File: config.mk
export PLATFORM = sky130hd
export DESIGN_NAME = timx_ic_input_stage
export DESIGN_NICKNAME = d
export VERILOG_FILES = /design/src/rtl/timx_ic_input_stage.sv
export SDC_FILE = /design/constraint.sdc
export NUM_CORES = 1
export LEC_CHECK = 0
export CAP_MARGIN = 20
export CORE_MARGIN = 1.5
export CORE_UTILIZATION = 54
export CTS_CLUSTER_SIZE = 12
export DETAILED_ROUTE_END_ITERATION = 8
export PLACE_DENSITY_LB_ADDON = 0.3
export SETUP_SLACK_MARGIN = 0.15
export SLEW_MARGIN = 10
export SYNTH_ARGS = -nofsm -noshare
export SYNTH_HDL_FRONTEND = slang
export SYNTH_SLANG_ARGS = --single-unit
File: constraint.sdc
create_clock -name apb_clk -period 2.86 [get_ports apb_clk]
set_clock_uncertainty 0.1 [all_clocks]
set_input_delay 0.572 -clock apb_clk [delete_from_list [all_inputs] [get_ports apb_clk]]
set_output_delay 0.572 -clock apb_clk [all_outputs]
set_load 0.02 [all_outputs]
File: src/rtl/timx_ic_input_stage.sv
// Per-channel input-capture front end: pin synchroniser, ICF digital filter,
// polarity select, edge detect and ICPS capture prescaler.
module timx_ic_input_stage #(
  parameter int unsigned SYNC_STAGES = 2
) (
  input  logic       apb_clk,
  input  logic       apb_rst_n,
  input  logic       ch_in,
  input  logic [3:0] cfg_icf,
  input  logic       cfg_ccp,
  input  logic       cfg_ccnp,
  input  logic [1:0] cfg_icps,
  input  logic       cfg_cce,
  output logic       tixf,
  output logic       tixfp,
  output logic       tixf_ed,
  output logic       ic_edge,
  output logic       ic_cap
);

  localparam int unsigned SYNC_W = (SYNC_STAGES < 2) ? 2 : SYNC_STAGES;
  localparam int unsigned DIV_W  = 5;
  localparam int unsigned CNT_W  = 3;
  localparam int unsigned PSC_W  = 3;

  logic [SYNC_W-1:0] sync_q;
  logic              in_s;

  logic [3:0]        icf_q;
  logic [DIV_W-1:0]  div_q;
  logic [DIV_W-1:0]  div_nxt;
  logic [DIV_W-1:0]  div_max;
  logic [CNT_W-1:0]  mcnt_q;
  logic [CNT_W-1:0]  mcnt_nxt;
  logic [CNT_W-1:0]  mcnt_max;
  logic              icf_chg;
  logic              sample_en;
  logic              tixf_nxt;

  logic              tixf_dly;
  logic              active_edge;

  logic [1:0]        icps_q;
  logic              cce_q;
  logic [PSC_W-1:0]  pcnt_q;
  logic [PSC_W-1:0]  pcnt_nxt;
  logic [PSC_W-1:0]  pcnt_max;
  logic              psc_clr;
  logic              cap_nxt;

  assign in_s = sync_q[SYNC_W-1];

  // ICxF decode: div_max = D-1, mcnt_max = N-1
  always_comb begin
    div_max  = DIV_W'(0);
    mcnt_max = CNT_W'(0);
    case (icf_q)
      4'b0001: begin div_max = DIV_W'(0);  mcnt_max = CNT_W'(1); end
      4'b0010: begin div_max = DIV_W'(0);  mcnt_max = CNT_W'(3); end
      4'b0011: begin div_max = DIV_W'(0);  mcnt_max = CNT_W'(7); end
      4'b0100: begin div_max = DIV_W'(1);  mcnt_max = CNT_W'(5); end
      4'b0101: begin div_max = DIV_W'(1);  mcnt_max = CNT_W'(7); end
      4'b0110: begin div_max = DIV_W'(3);  mcnt_max = CNT_W'(5); end
      4'b0111: begin div_max = DIV_W'(3);  mcnt_max = CNT_W'(7); end
      4'b1000: begin div_max = DIV_W'(7);  mcnt_max = CNT_W'(5); end
      4'b1001: begin div_max = DIV_W'(7);  mcnt_max = CNT_W'(7); end
      4'b1010: begin div_max = DIV_W'(15); mcnt_max = CNT_W'(4); end
      4'b1011: begin div_max = DIV_W'(15); mcnt_max = CNT_W'(5); end
      4'b1100: begin div_max = DIV_W'(15); mcnt_max = CNT_W'(7); end
      4'b1101: begin div_max = DIV_W'(31); mcnt_max = CNT_W'(4); end
      4'b1110: begin div_max = DIV_W'(31); mcnt_max = CNT_W'(5); end
      4'b1111: begin div_max = DIV_W'(31); mcnt_max = CNT_W'(7); end
      default: begin div_max = DIV_W'(0);  mcnt_max = CNT_W'(0); end
    endcase
  end

  assign icf_chg   = (cfg_icf != icf_q);
  assign sample_en = (div_q == div_max);

  // Filter: a new level is accepted only after N consecutive differing samples
  always_comb begin
    div_nxt  = div_q;
    mcnt_nxt = mcnt_q;
    tixf_nxt = tixf;
    if (icf_chg) begin
      div_nxt  = DIV_W'(0);
      mcnt_nxt = CNT_W'(0);
    end else if (icf_q == 4'b0000) begin
      div_nxt  = DIV_W'(0);
      mcnt_nxt = CNT_W'(0);
      tixf_nxt = in_s;
    end else begin
      div_nxt = sample_en ? DIV_W'(0) : DIV_W'(div_q + DIV_W'(1));
      if (sample_en) begin
        if (in_s != tixf) begin
          if (mcnt_q == mcnt_max) begin
            tixf_nxt = in_s;
            mcnt_nxt = CNT_W'(0);
          end else begin
            mcnt_nxt = CNT_W'(mcnt_q + CNT_W'(1));
          end
        end else begin
          mcnt_nxt = CNT_W'(0);
        end
      end
    end
  end

  // Active-edge select; ccp=0/ccnp=1 is reserved and behaves as rising
  always_comb begin
    case ({cfg_ccp, cfg_ccnp})
      2'b11:   active_edge = tixf ^ tixf_dly;
      2'b10:   active_edge = ~tixf & tixf_dly;
      default: active_edge = tixf & ~tixf_dly;
    endcase
  end

  always_comb begin
    case (cfg_icps)
      2'b00:   pcnt_max = PSC_W'(0);
      2'b01:   pcnt_max = PSC_W'(1);
      2'b10:   pcnt_max = PSC_W'(3);
      default: pcnt_max = PSC_W'(7);
    endcase
  end

  // Disabled, just-enabled or ratio-changing cycles flush the prescaler
  assign psc_clr = ~cfg_cce | ~cce_q | (cfg_icps != icps_q);

  always_comb begin
    pcnt_nxt = pcnt_q;
    cap_nxt  = 1'b0;
    if (psc_clr) begin
      pcnt_nxt = PSC_W'(0);
    end else if (ic_edge) begin
      if (pcnt_q == pcnt_max) begin
        pcnt_nxt = PSC_W'(0);
        cap_nxt  = 1'b1;
      end else begin
        pcnt_nxt = PSC_W'(pcnt_q + PSC_W'(1));
      end
    end
  end

  always_ff @(posedge apb_clk or negedge apb_rst_n) begin
    if (!apb_rst_n) begin
      sync_q   <= '0;
      icf_q    <= 4'b0000;
      div_q    <= DIV_W'(0);
      mcnt_q   <= CNT_W'(0);
      tixf     <= 1'b0;
      tixfp    <= 1'b0;
      tixf_dly <= 1'b0;
      tixf_ed  <= 1'b0;
      ic_edge  <= 1'b0;
      icps_q   <= 2'b00;
      cce_q    <= 1'b0;
      pcnt_q   <= PSC_W'(0);
      ic_cap   <= 1'b0;
    end else begin
      sync_q   <= {sync_q[SYNC_W-2:0], ch_in};
      icf_q    <= cfg_icf;
      div_q    <= div_nxt;
      mcnt_q   <= mcnt_nxt;
      tixf     <= tixf_nxt;
      tixfp    <= tixf_nxt ^ (cfg_ccp & ~cfg_ccnp);
      tixf_dly <= tixf;
      tixf_ed  <= tixf ^ tixf_dly;
      ic_edge  <= active_edge;
      icps_q   <= cfg_icps;
      cce_q    <= cfg_cce;
      pcnt_q   <= pcnt_nxt;
      ic_cap   <= cap_nxt;
    end
  end

endmodule
### Signal wires on met2

Drawn at 10 px/um.
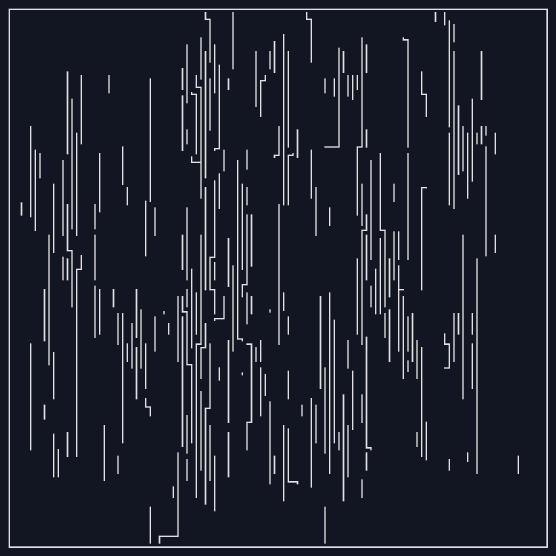
- longest straight run: 21.4 um
- wire length on this layer: 1210 um

### Nets reached from selected ports

Drawn at 4 px/um.
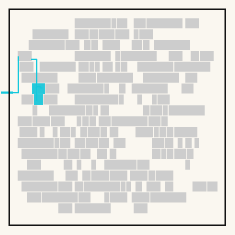
- cfg_ccp: cyan (direction input; edge west; end cells 3; buffers 1; wire 24.3 um)
PortBufs: 16
I/O Pins: 17

### Pin placement

Drawn at 10 px/um. Pins as bars across the die edge, other pins in gray.
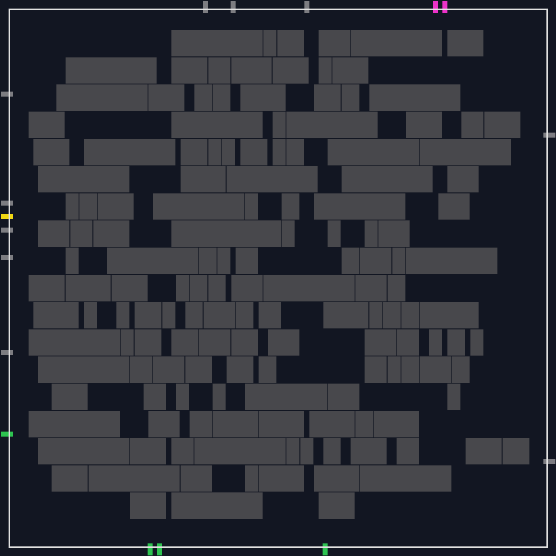
- cfg_icf: green (pins 4; direction input; edge 3 south, 1 west)
- cfg_icps: magenta (pins 2; direction input; edge north)
- cfg_ccp: yellow (pins 1; direction input; edge west)
- all pins by edge: 7 west, 5 north, 3 south, 2 east

### Placement view

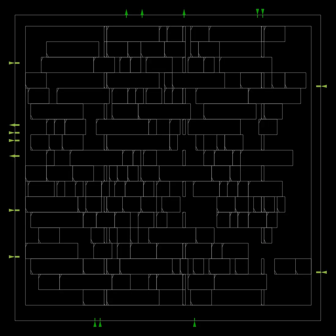
Seq/total area: 40.0%
Finished Layout Cells: 181
flop count: 26

==> run summary <==
WL per Instance - 13.5 um
Worst Hold Path Cells - 0
Largest net degree at the start of global routing - 27
DR WL met2 - 1210 um
Number of filler cells placed in the layout - 182
Nets at Floorplan - 155
Vias/cell - 5.48
HP Start - sync_q[0]
Final net count - 175
Worst-path clk slew - 0.15 ns
Power per cell area - 446 nW/um2
Iteration-0 DRC Markers - 11
Yosys cell count - 132
GRT Util Overall - 20.3%
CP Max Fanout - 8
Post-layout period usage of the worst path - 87.8%
Die height - 53.6 um
Post-CTS Resized - 0
ANT nets after route - 0
CP bufs+invs - 2
Critical path launch point - icf_q[1]
Mapped Cells - 132
Final hold vios - 0
Synth Area in Adders - 9.94%
Tool Warnings - 32
Layout Utilization - 66.3%
Post-synthesis chip area from yosys - 1390 um2
H-tree Lvls - 1
Switching pwr - 165 uW
CTS buffer count - 3
Min Clock Period, post-route - 2.51 ns
Worst reg2reg startpoint - icf_q[1]
Synth Area in Simple Gates - 17.4%
Register share after synthesis - 47.0%
Most frequent cells in the layout - dfrtp_1 (26), clkdlybuf4s50_1 (16), ha_1 (11), nor2_1 (10), nand2_1 (10)
Critical Path End Type - flip-flop
Max frequency - 398 MHz
RSZ-0062 raised after global routing - false
Top logic family - simple AND/OR/NAND/NOR gates
Mux frac, synth - 3.88%
Synth Register Bits - 26
Yosys xor share - 10.7%
Max Cap Viol - 0
Mapped cell area - 1390 um2
Root Buffer - clkbuf_4
Measured slew at the worst slew-check pin - 0.583 ns
Switching Share - 22.8%
Diodes inserted - 0
Vias in the first global route - 976
R2r endpoint - tixfp
Outcome - finished, final reports clean
CP Data Required Time - 3.02 ns
Pre-antenna DRT Iters - 4
Die W - 53.6 um
Max Slew Vio Count - 0
First-pass GRT wire length - 4140 um
Number of remaining DRC errors - 0
Die ar. - 2880 um2
Combinational share of power - 11.1%
DP Worst Slack - 0.132 ns
R2R depth - 9
Power Total - 726 uW
Setup_tns - 0 ns
Worst hold endpoint - sync_q[1]
Total area of sequential cells - 651 um2
WL met3 - 69 um
CP Capture Point - tixfp
WHS - 0.277 ns
Final WS setup - 0.348 ns
-- Yosys cell counts, drive strengths merged --
master,count,area [um2]
a32o,1,10.0
o32ai,1,16.3
o211ai,1,7.51
or3,2,12.5
ha,11,138
a22oi,1,7.51
o21a,1,7.51
nand2b,2,12.5
buf,2,16.3
nand2,10,37.5
a21oi,4,20.0
a21boi,1,7.51
nor2b,1,6.26
mux2,1,11.3
and3,2,13.8
nor4,2,12.5
mux4,1,22.5
mux2i,2,20.0
nor2,10,37.5
xnor2,8,70.1
and2,1,6.26
xor2,9,78.8
nand3,10,55.1
o21ai,4,20.0
inv,9,33.8
nor3,4,20.0
nand4,2,12.5
dfrtp,26,651
o22ai,1,6.26
nor3b,2,15.0
-- flip-flops by register name, summed over array words and instances (netlist names) --
name and cells:
div_q 5, tixfp 1, tixf_ed 1, cce_q 1, tixf 1, mcnt_q 3, icf_q 4, icps_q 2
pcnt_q 3, ic_edge 1, tixf_dly 1, sync_q 2, ic_cap 1
-- per-layer routing --
layer | track usage (%) | vias up
met5 | 0 | -
met4 | 8.97 | 0
met3 | 3.33 | 5
met2 | 33.7 | 15
met1 | 26.0 | 479
li1 | - | 493
-- power groups by stage --
| stage | sequential (mW) | combinational, mW | clock, mW |
|---|---|---|---|
| CTS | 0.390 | 0.0817 | 0.256 |
| detailed placement | 0.397 | 0.0811 | 0 |
| global placement | 0.397 | 0.0775 | 0 |
| finish | 0.390 | 0.0806 | 0.255 |
| global route | 0.392 | 0.0908 | 0.267 |
| floorplan | 0.394 | 0.0455 | 0 |
-- cell type report --
type / instances / share of cell area (%)
Inverter: 9 / 2.08
Clock buffer: 3 / 1.38
Timing Repair Buffer: 17 / 10.3
Sequential cell: 26 / 40.0
Multi-Input combinational cell: 95 / 42.1
Clock inverter: 1 / 1.85
Tap cell: 30 / 2.31
No activity file was given, so power comes from the tool's default toggle rates.
